Figure 1. Pin placement (run 1).
(2 px per um) Pins as bars across the die edge, other pins in grey.
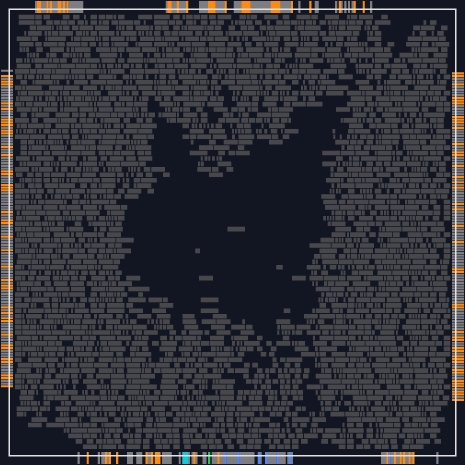
Figure 2. Floorplan with the power grid (run 1).
(2 px per um) Pins as bars on the die edge. Tap cells in grey.
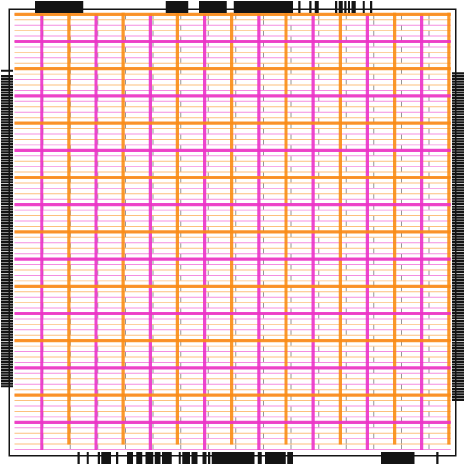
Figure 3. Metal 2 (run 1).
(1.5 px per um) Cells faint in the background.
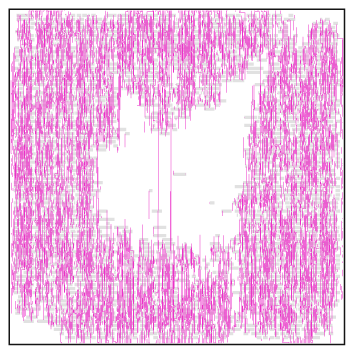
===== config.mk =====
export PLATFORM = sky130hd
export DESIGN_NAME = spu_wb_queue
export DESIGN_NICKNAME = d
export VERILOG_FILES = /design/src/rtl/spu_wb_queue.sv
export SDC_FILE = /design/constraint.sdc
export NUM_CORES = 1
export LEC_CHECK = 0
export ABC_AREA = 0
export CORE_MARGIN = 2
export CORE_UTILIZATION = 55
export CTS_CLUSTER_DIAMETER = 150
export DETAILED_ROUTE_END_ITERATION = 10
export HOLD_SLACK_MARGIN = 0.02
export PLACE_DENSITY = 0.9
export SYNTH_ARGS = -nofsm -noshare
export SYNTH_HDL_FRONTEND = slang
export SYNTH_SLANG_ARGS = --single-unit

===== constraint.sdc =====
create_clock -name clk -period 4.9 [get_ports clk]
set_input_delay 0.98 -clock clk [delete_from_list [all_inputs] [get_ports clk]]
set_output_delay 0.98 -clock clk [all_outputs]
set_load 0.005 [all_outputs]

===== src/rtl/spu_wb_queue.sv =====
// Write-back queue that merges even/odd pipe results into the single register-file write port.
// Holds results in an in-order circular FIFO and flags reads of registers that are still queued.
module spu_wb_queue #(
   parameter int unsigned WIDTH   = 128,
   parameter int unsigned REGBITS = 7,
   parameter int unsigned DEPTH   = 4
) (
   input  logic                     clk,
   input  logic                     reset,
   input  logic                     ev_valid,
   input  logic [REGBITS-1:0]       ev_wa,
   input  logic [WIDTH-1:0]         ev_wd,
   output logic                     ev_ready,
   input  logic                     od_valid,
   input  logic [REGBITS-1:0]       od_wa,
   input  logic [WIDTH-1:0]         od_wd,
   output logic                     od_ready,
   output logic                     regwrite,
   output logic [REGBITS-1:0]       wa,
   output logic [WIDTH-1:0]         wd,
   input  logic [REGBITS-1:0]       qa1,
   input  logic [REGBITS-1:0]       qa2,
   output logic                     busy1,
   output logic                     busy2,
   output logic [$clog2(DEPTH):0]   count
);
   localparam int unsigned PW = $clog2(DEPTH);
   localparam int unsigned CW = PW + 1;

   logic [PW-1:0]      head_q, head_d;
   logic [PW-1:0]      tail_q, tail_d;
   logic [CW-1:0]      count_q, count_d;
   logic [REGBITS-1:0] addr_q [DEPTH];
   logic [REGBITS-1:0] addr_d [DEPTH];
   logic [WIDTH-1:0]   data_q [DEPTH];
   logic [WIDTH-1:0]   data_d [DEPTH];

   logic [CW-1:0]      free;
   logic               ev_push, od_push, pop;
   logic [PW-1:0]      od_slot;
   logic [PW-1:0]      off;

   // Readiness looks only at registered occupancy, never at this cycle's drain.
   always_comb begin
      free     = CW'(DEPTH) - count_q;
      ev_ready = (free >= CW'(1));
      od_ready = ev_valid ? (free >= CW'(2)) : (free >= CW'(1));
   end

   // r0 writes handshake but are never stored.
   assign ev_push = ev_valid && ev_ready && (ev_wa != '0);
   assign od_push = od_valid && od_ready && (od_wa != '0);
   assign pop     = (count_q != '0);
   assign od_slot = tail_q + PW'(ev_push);

   always_comb begin
      addr_d  = addr_q;
      data_d  = data_q;
      if (ev_push) begin
         addr_d[tail_q] = ev_wa;
         data_d[tail_q] = ev_wd;
      end
      if (od_push) begin
         addr_d[od_slot] = od_wa;
         data_d[od_slot] = od_wd;
      end
      tail_d  = tail_q + PW'(ev_push) + PW'(od_push);
      head_d  = head_q + PW'(pop);
      count_d = count_q + CW'(ev_push) + CW'(od_push) - CW'(pop);
   end

   always_ff @(posedge clk) begin
      if (reset) begin
         head_q  <= '0;
         tail_q  <= '0;
         count_q <= '0;
      end else begin
         head_q  <= head_d;
         tail_q  <= tail_d;
         count_q <= count_d;
      end
   end

   always_ff @(posedge clk) begin
      addr_q <= addr_d;
      data_q <= data_d;
   end

   assign regwrite = (count_q != '0);
   assign wa       = addr_q[head_q];
   assign wd       = data_q[head_q];
   assign count    = count_q;

   // A slot is live when its distance from head is below the occupancy.
   always_comb begin
      busy1 = 1'b0;
      busy2 = 1'b0;
      off   = '0;
      for (int i = 0; i < DEPTH; i++) begin
         off = PW'(i) - head_q;
         if ({1'b0, off} < count_q) begin
            if (addr_q[i] == qa1) busy1 = 1'b1;
            if (addr_q[i] == qa2) busy2 = 1'b1;
         end
      end
      busy1 = busy1 && (qa1 != '0);
      busy2 = busy2 && (qa2 != '0);
   end

endmodule


==> flow_metrics.tcl, run 1 <==
# metrics dict for downstream scripts
set metrics [dict create \
    top_area_frac 0.4171 \
    grt-ovfl-total 0 \
    timing_worst_slew_pin_value_ns 1.021 \
    warning_count 41 \
    holdPathStages 2 \
    clk_share 0.05670 \
    largestPowerGroup "combinational logic" \
    min-delay-start "data_q[73]$_DFF_P_" \
    ys_seq_frac 0.4171 \
    timing.final.crit_share 0.8584 \
    cts-root-buf "clkbuf_16" \
    hold_viol 0 \
    logic_area_um2 14350 \
    critical_path_endpoint "wd[127]" \
    dp_cells 3531 \
    pre_cts_ws_ns 0.5356 \
    finalPower_mw 24.87 \
    pwr_density_cell_nw_per_um2 759.3 \
    cp_top_family "buffers and inverters" \
    tap_cell_instance_count 615 \
    fillCellCount 3242 \
    netlist_logic_family_top "multiplexers" \
    async_reset_ff_frac 0 \
    numPortBuffers 430 \
    status "finished clean" \
    fp_util 0.5533 \
    tritoncts "yes" \
    layout.nets 3275 \
    number_of_buffers_added_by_the_clock_tree_synthesis_step 55 \
    finalSetupViolCount 0 \
    detailed_place_hpwl_mm 48.34 \
    synth.ff_latch_count 547 \
    comb_share 0.4382 \
    ys_area_um2 26250 \
    clkTransAtPathRegs_ns 0.06 \
    post_synth_instance_area_um2 26250 \
    nonClkBufAreaFrac 0.1456 \
    worstSetupStartpointType "register" \
    cts_max_path_buffers 3 \
    pwr.group.combinational_mw 12.2 \
    num-clock-buffers 79 \
    critical_path_class "reg2out" \
    postCtsResizedCells 0 \
    vias_per_cell 6.088 \
    antenna_found_initial 9 \
    worstSetupPathDepth 3 \
    ys_sh_simple 0.08884 \
    ff2ff_path_depth 12 \
    num_antenna_cells 3 \
    cts-hold-fix-buffers 0 \
    postLayoutCoreUtil 0.6902 \
    largest_class "logic gates" \
    met3WireLength_mm 7.509 \
    max-cap-violations 0 \
    clock.fmax_ghz 0.2378 \
    yosys.area_share.aoi 0.1068 \
    area.growth.synth_to_final_pct 24.75 \
    tritoncts_num_sinks 547 \
    holdPathEnd "data_q[73]$_DFF_P_" \
    power.clock.fraction 0.174 \
    share_of_total_power_consumed_by_net_switching 0.3573 \
    synth_top_cell_by_area "dfxtp_1" \
    critical_path_arrival_ns 3.23 \
    period_minus_slack_ns 4.206 \
    top_cells_by_count "dfxtp_1, nor2_1, a21oi_1" \
    global_route.usage.met3 0.09006 \
    io_pins 431 \
    grt_pass1_wl_mm 121.5 \
    row_count 80 \
    post_synth_mux_area_share 0.3217 \
    layout.comb_gates.multi_input 1899 \
    yosys-stat-cells 2676 \
    rsz0062_at_grt "false" \
    grt-busiest-layer "met2" \
    drtIter0Drc 1607 \
    yosys.area_share.xor_xnor 0.02102 \
    synth_top_flop_cell "dfxtp_1" \
    cell_internal_pwr_mw 15.98 \
    number_of_global_route_vias_before_repair 23310 \
    synth_cells 2676 \
    power.sequential.fraction 0.336 \
    pwr-share-comb 0.490 \
    worst_path_cell_chain "buf_4 -> mux4_2 -> clkdlybuf4s50_1" \
    seqAreaFraction 0.3346 \
    largest_register_ffs 512 \
    seq_area_um2 10960 \
    placed_cell_area_um2 30880 \
    max_flop_register "data_q" \
    inverters_excl_clock 10 \
    fin_tns_setup_ns 0 \
    synth.distinct_cells 38 \
    use_met1 0.3428 \
    final.signal_buffer_count 460 \
    yosys-top-cells-area "dfxtp_1, mux2i_1, mux4_2" \
    cp-startpoint "head_q[1]$_SDFF_PP0_" \
    wirelength_met1_mm 28.66 \
    critical_path_peak_fanout 58 \
    finalClockSkew_ns 0.02285 \
    routed-wl-met2_mm 38.87 \
    hold_path.class "reg2reg" \
    whs_ns 0.5373 \
    edf_count 0 \
    timing_max_transition_violations_final 0 \
    leakage_nw 11.97 \
    synth_warnings 0 \
    final_cell_area_um2 32750 \
    rr_endpoint "data_q[75]$_DFF_P_" \
    worstReg2RegStart "count[0]$_SDFF_PP0_" \
    top_layout_cells "nor2_1, dfxtp_1, a21oi_1" \
    grt_max_degree 149 \
    reg2reg_setup_slack_ns 1.09 \
    layout_top_cell "nor2_1" \
    routedWlPerCell_um 21.46 \
    cts_setup_buffers 0 \
    clock.latency.late_pin_ns 0.61 \
    floorplan.core_area_um2 47450 \
    ant_nets 0 \
    drive_gt1_frac 0.08530 \
]
-- Figure 1 (at the start) --
Key: `wa` = blue [pins 7, direction output, edge south]; `od_valid` = green [pins 1, direction input, edge south]; `ev_wd` = orange [pins 128, direction input, edge 41 east, 38 west, 32 north, 17 south]; `count` = cyan [pins 3, direction output, edge south]
All pins by edge: 121 east, 116 west, 98 north, 96 south.

-- Figure 2 (at the start) --
Key: VDD = orange; VSS = magenta
431 signal pins sit on the boundary. 16 straps on met5.
Die Y-Extent: 222.5 um
VDD IR-drop max: 630.5 uV
horizontal die dimension: 222.5 um

-- Figure 3 (at the start) --
2885 nets have wire on it. The layer holds 50% of the routed length.
met2 Use GR: 0.5313
vias post-DR: 22110
Final Routed Wirelength: 77.92 mm

==> run 2: changes to the inputs <==
CORE_MARGIN = 4   (was 2)
==> run 2 against run 1 <==
Synthesized cell count stayed put. Die area rose by 3.6%. Worst hold slack got worse by 0.0021 ns. Register-to-register slack got worse by 0.11 ns. Clock skew is 0.0077 ns lower. Clock power increased by 1%. Sequential share of layout area is 0.070 points lower. Wire length is 2.3% higher.
==> flow_metrics.tcl, run 2 <==
# metrics dict for downstream scripts
set metrics [dict create \
    status "finished clean" \
    row_count 79 \
    hold_viol 0 \
    share_of_total_power_consumed_by_net_switching 0.3606 \
    clock.fmax_ghz 0.2410 \
    ys_seq_frac 0.4171 \
    global_route.usage.met3 0.09477 \
    rsz0062_at_grt "false" \
    final.signal_buffer_count 459 \
    met3WireLength_mm 7.876 \
    floorplan.core_area_um2 46850 \
    drtIter0Drc 1937 \
    synth_top_cell_by_area "dfxtp_1" \
    largestPowerGroup "combinational logic" \
    clk_share 0.05753 \
    num_antenna_cells 10 \
    pwr-share-comb 0.488 \
    ff2ff_path_depth 12 \
    synth_cells 2676 \
    cts-root-buf "clkbuf_16" \
    grt_pass1_wl_mm 122.5 \
    post_synth_mux_area_share 0.3217 \
    worst_path_cell_chain "clkdlybuf4s50_1 -> xor2_1 -> nor4_1 -> nand3_1 -> o31a_1 -> a31oi_1 -> clkdlybuf4s50_1" \
    vias_per_cell 6.078 \
    grt_max_degree 151 \
    postCtsResizedCells 0 \
    inverters_excl_clock 10 \
    met2_usage 0.5187 \
    fp_util 0.5603 \
    max-cap-violations 0 \
    hold_path.class "reg2reg" \
    leakage_nw 12.00 \
    largest_class "logic gates" \
    fin_tns_setup_ns 0 \
    cts_setup_buffers 0 \
    top_area_frac 0.4171 \
    critical_path_endpoint "busy1" \
    seq_area_um2 10960 \
    pwr_density_cell_nw_per_um2 761.9 \
    use_met1 0.3320 \
    ys_area_um2 26250 \
    async_reset_ff_frac 0 \
    netlist_logic_family_top "multiplexers" \
    tap_cell_instance_count 607 \
    yosys.area_share.xor_xnor 0.02102 \
    holdPathEnd "data_q[476]$_DFF_P_" \
    yosys-stat-cells 2676 \
    timing.final.crit_share 0.8469 \
    period_minus_slack_ns 4.150 \
    detail_route.wirelength_mm 79.75 \
    cts_max_path_buffers 3 \
    worstSetupPathDepth 7 \
    cp-startpoint "qa1[5]" \
    timing_max_transition_violations_final 0 \
    synth.ff_latch_count 547 \
    yosys.area_share.aoi 0.1068 \
    synth_warnings 0 \
    critical_path_peak_fanout 5 \
    placed_cell_area_um2 30900 \
    postLayoutCoreUtil 0.7004 \
    tritoncts_num_sinks 547 \
    clkTransAtPathRegs_ns 0.06 \
    whs_ns 0.5352 \
    antenna_found_initial 9 \
    drive_gt1_frac 0.08742 \
    number_of_buffers_added_by_the_clock_tree_synthesis_step 56 \
    cell_internal_pwr_mw 15.99 \
    area.growth.synth_to_final_pct 25.01 \
    layout.nets 3275 \
    pre_cts_ws_ns 0.5226 \
    rr_endpoint "data_q[211]$_DFF_P_" \
    io_pins 431 \
    min-delay-start "data_q[476]$_DFF_P_" \
    finalPower_mw 25.00 \
    grt-busiest-layer "met2" \
    pwr.group.combinational_mw 12.2 \
    number_of_global_route_vias_before_repair 23040 \
    comb_share 0.4373 \
    post_synth_instance_area_um2 26250 \
    holdPathStages 2 \
    cp_top_family "buffers and inverters" \
    top_layout_cells "nor2_1, dfxtp_1, a21oi_1" \
    vias_post_dr 22100 \
    finalClockSkew_ns 0.01515 \
    timing_worst_slew_pin_value_ns 0.8389 \
    routed-wl-met2_mm 39.89 \
    vdd.ir_drop.worst_uv 627.9 \
    edf_count 0 \
    warning_count 44 \
    ant_nets 0 \
    final_cell_area_um2 32820 \
    yosys-top-cells-area "dfxtp_1, mux2i_1, mux4_2" \
    layout.comb_gates.multi_input 1899 \
    critical_path_arrival_ns 3.17 \
]
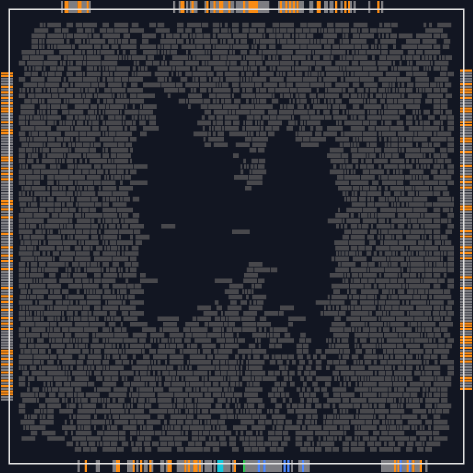
Figure 4: run 2, pin placement.
(2 px per um) Pins as bars across the die edge, other pins in grey.
Key: `count` = cyan [pins 3, direction output, edge south]; `od_valid` = green [pins 1, direction input, edge south]; `ev_wd` = orange [pins 128, direction input, edge 41 west, 38 east, 30 north, 19 south]; `wa` = blue [pins 7, direction output, edge south]
All pins by edge: 121 west, 118 east, 104 south, 88 north.
number of port buffers: 430
horizontal die dimension: 226.5 um
Die Y-Extent: 226.5 um

==> run 3: changes to the inputs <==
CORE_UTILIZATION = 54   (was 55)
PLACE_DENSITY = 0.89   (was 0.9)
clock period = 4.1 ns   (was 4.9 ns; I/O delays follow)
==> run 3 against run 2 <==
Synthesized area stayed put. Die area is 1.8% higher. Worst hold slack better by 0.00085 ns. First-iteration DRC count is 4.6% lower. Count of clock-buffer cells in the layout is 1 higher. Global-route usage is 0.24 points lower. Setup slack worse by 0.51 ns. Sequential power is about 20% higher. Register-to-register slack worse by 0.43 ns. Design area is 1.9% higher. Clock power is 24% higher. Critical path type is now reg2out. Largest cell class unchanged. Highest routed layer unchanged.
==> flow_metrics.tcl, run 3 <==
# metrics dict for downstream scripts
set metrics [dict create \
    status "finished clean" \
    pwr_density_cell_nw_per_um2 911.8 \
    timing_max_transition_violations_final 0 \
    vias_per_cell 6.060 \
    floorplan.core_area_um2 47950 \
    comb_share 0.4294 \
    rsz0062_at_grt "false" \
    postLayoutCoreUtil 0.6971 \
    yosys.area_share.xor_xnor 0.02102 \
    timing_worst_slew_pin_value_ns 0.9786 \
    drtIter0Drc 1848 \
    yosys.area_share.aoi 0.1068 \
    worst_path_cell_chain "inv_1 -> ha_1 -> a21boi_0 -> o21ai_0 -> a22oi_1 -> a21oi_1 -> clkdlybuf4s50_1" \
    edf_count 0 \
    synth_top_flop_cell "dfxtp_1" \
    cts_setup_buffers 0 \
    synth.ff_latch_count 547 \
    layout.comb_gates.multi_input 1899 \
    global_route.usage.met3 0.07640 \
    wirelength_met1_mm 30.40 \
    ant_nets 0 \
    synth_warnings 0 \
    yosys-top-cells-area "dfxtp_1, mux2i_1, mux4_2" \
    top_area_frac 0.4171 \
    chipHeight_um 228.5 \
    pwr-share-comb 0.493 \
    placed_cell_area_um2 31430 \
    rr_endpoint "count[2]$_SDFF_PP0_" \
    holdPathStages 2 \
    min-delay-start "data_q[140]$_DFF_P_" \
    synth_top_cell_by_area "dfxtp_1" \
    grt-busiest-layer "met2" \
    cp_top_family "AND-OR/OR-AND gates" \
    cell_internal_pwr_mw 19.63 \
    fin_tns_setup_ns 0 \
    num_antenna_cells 2 \
    die_area_um2 52210 \
    leakage_nw 12.31 \
    finalPower_mw 30.48 \
    largestPowerGroup "combinational logic" \
    largest_class "logic gates" \
    layout.nets 3316 \
    area.growth.synth_to_final_pct 27.32 \
    clock.fmax_ghz 0.2588 \
    post_synth_instance_area_um2 26250 \
    finalSetupViolCount 0 \
    max-cap-violations 0 \
    hold_viol 0 \
    final_cell_area_um2 33420 \
    pwr.group.combinational_mw 15.0 \
    number_of_global_route_vias_before_repair 23580 \
    io_pins 431 \
    ys_area_um2 26250 \
    finalClockSkew_ns 0.01542 \
    share_of_total_power_consumed_by_net_switching 0.3560 \
    row_count 80 \
    met3WireLength_mm 7.281 \
    netlist_logic_family_top "multiplexers" \
    grt_pass1_wl_mm 125.9 \
    inverters_excl_clock 10 \
    cp-startpoint "count[1]$_SDFF_PP0_" \
    seq_area_um2 10960 \
    met2_usage 0.5169 \
    tap_cell_instance_count 615 \
    clkTransAtPathRegs_ns 0.06 \
    worstSetupPathDepth 7 \
    yosys-stat-cells 2676 \
    antenna_found_initial 9 \
    ys_seq_frac 0.4171 \
    postCtsResizedCells 0 \
    floorplan.die.width_um 228.5 \
    top_layout_cells "nor2_1, dfxtp_1, a21oi_1" \
    async_reset_ff_frac 0 \
    period_minus_slack_ns 3.864 \
    whs_ns 0.5360 \
    critical_path_arrival_ns 3.04 \
    final.signal_buffer_count 501 \
    routed-wl-met2_mm 40.27 \
    pre_cts_ws_ns 0.1881 \
    use_met1 0.3477 \
    critical_path_peak_fanout 6 \
    drive_gt1_frac 0.09984 \
]
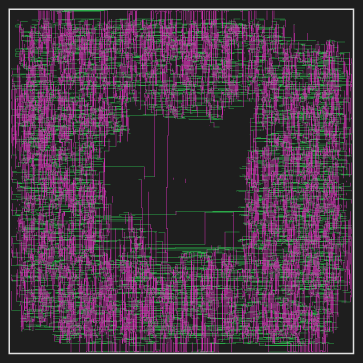
Figure 5: run 3, routed metal, one colour a layer.
(1.5 px per um) Two of the layers only.
Key: M2 = magenta [wire length 40.3 mm]; M1 = green [wire length 30.4 mm]
routed length per instance: 21.90 um
Final Routed Wirelength: 80.40 mm
GRT Resource Usage Total: 0.2945
vias post-DR: 22250

Power and IR drop assume default switching activity.
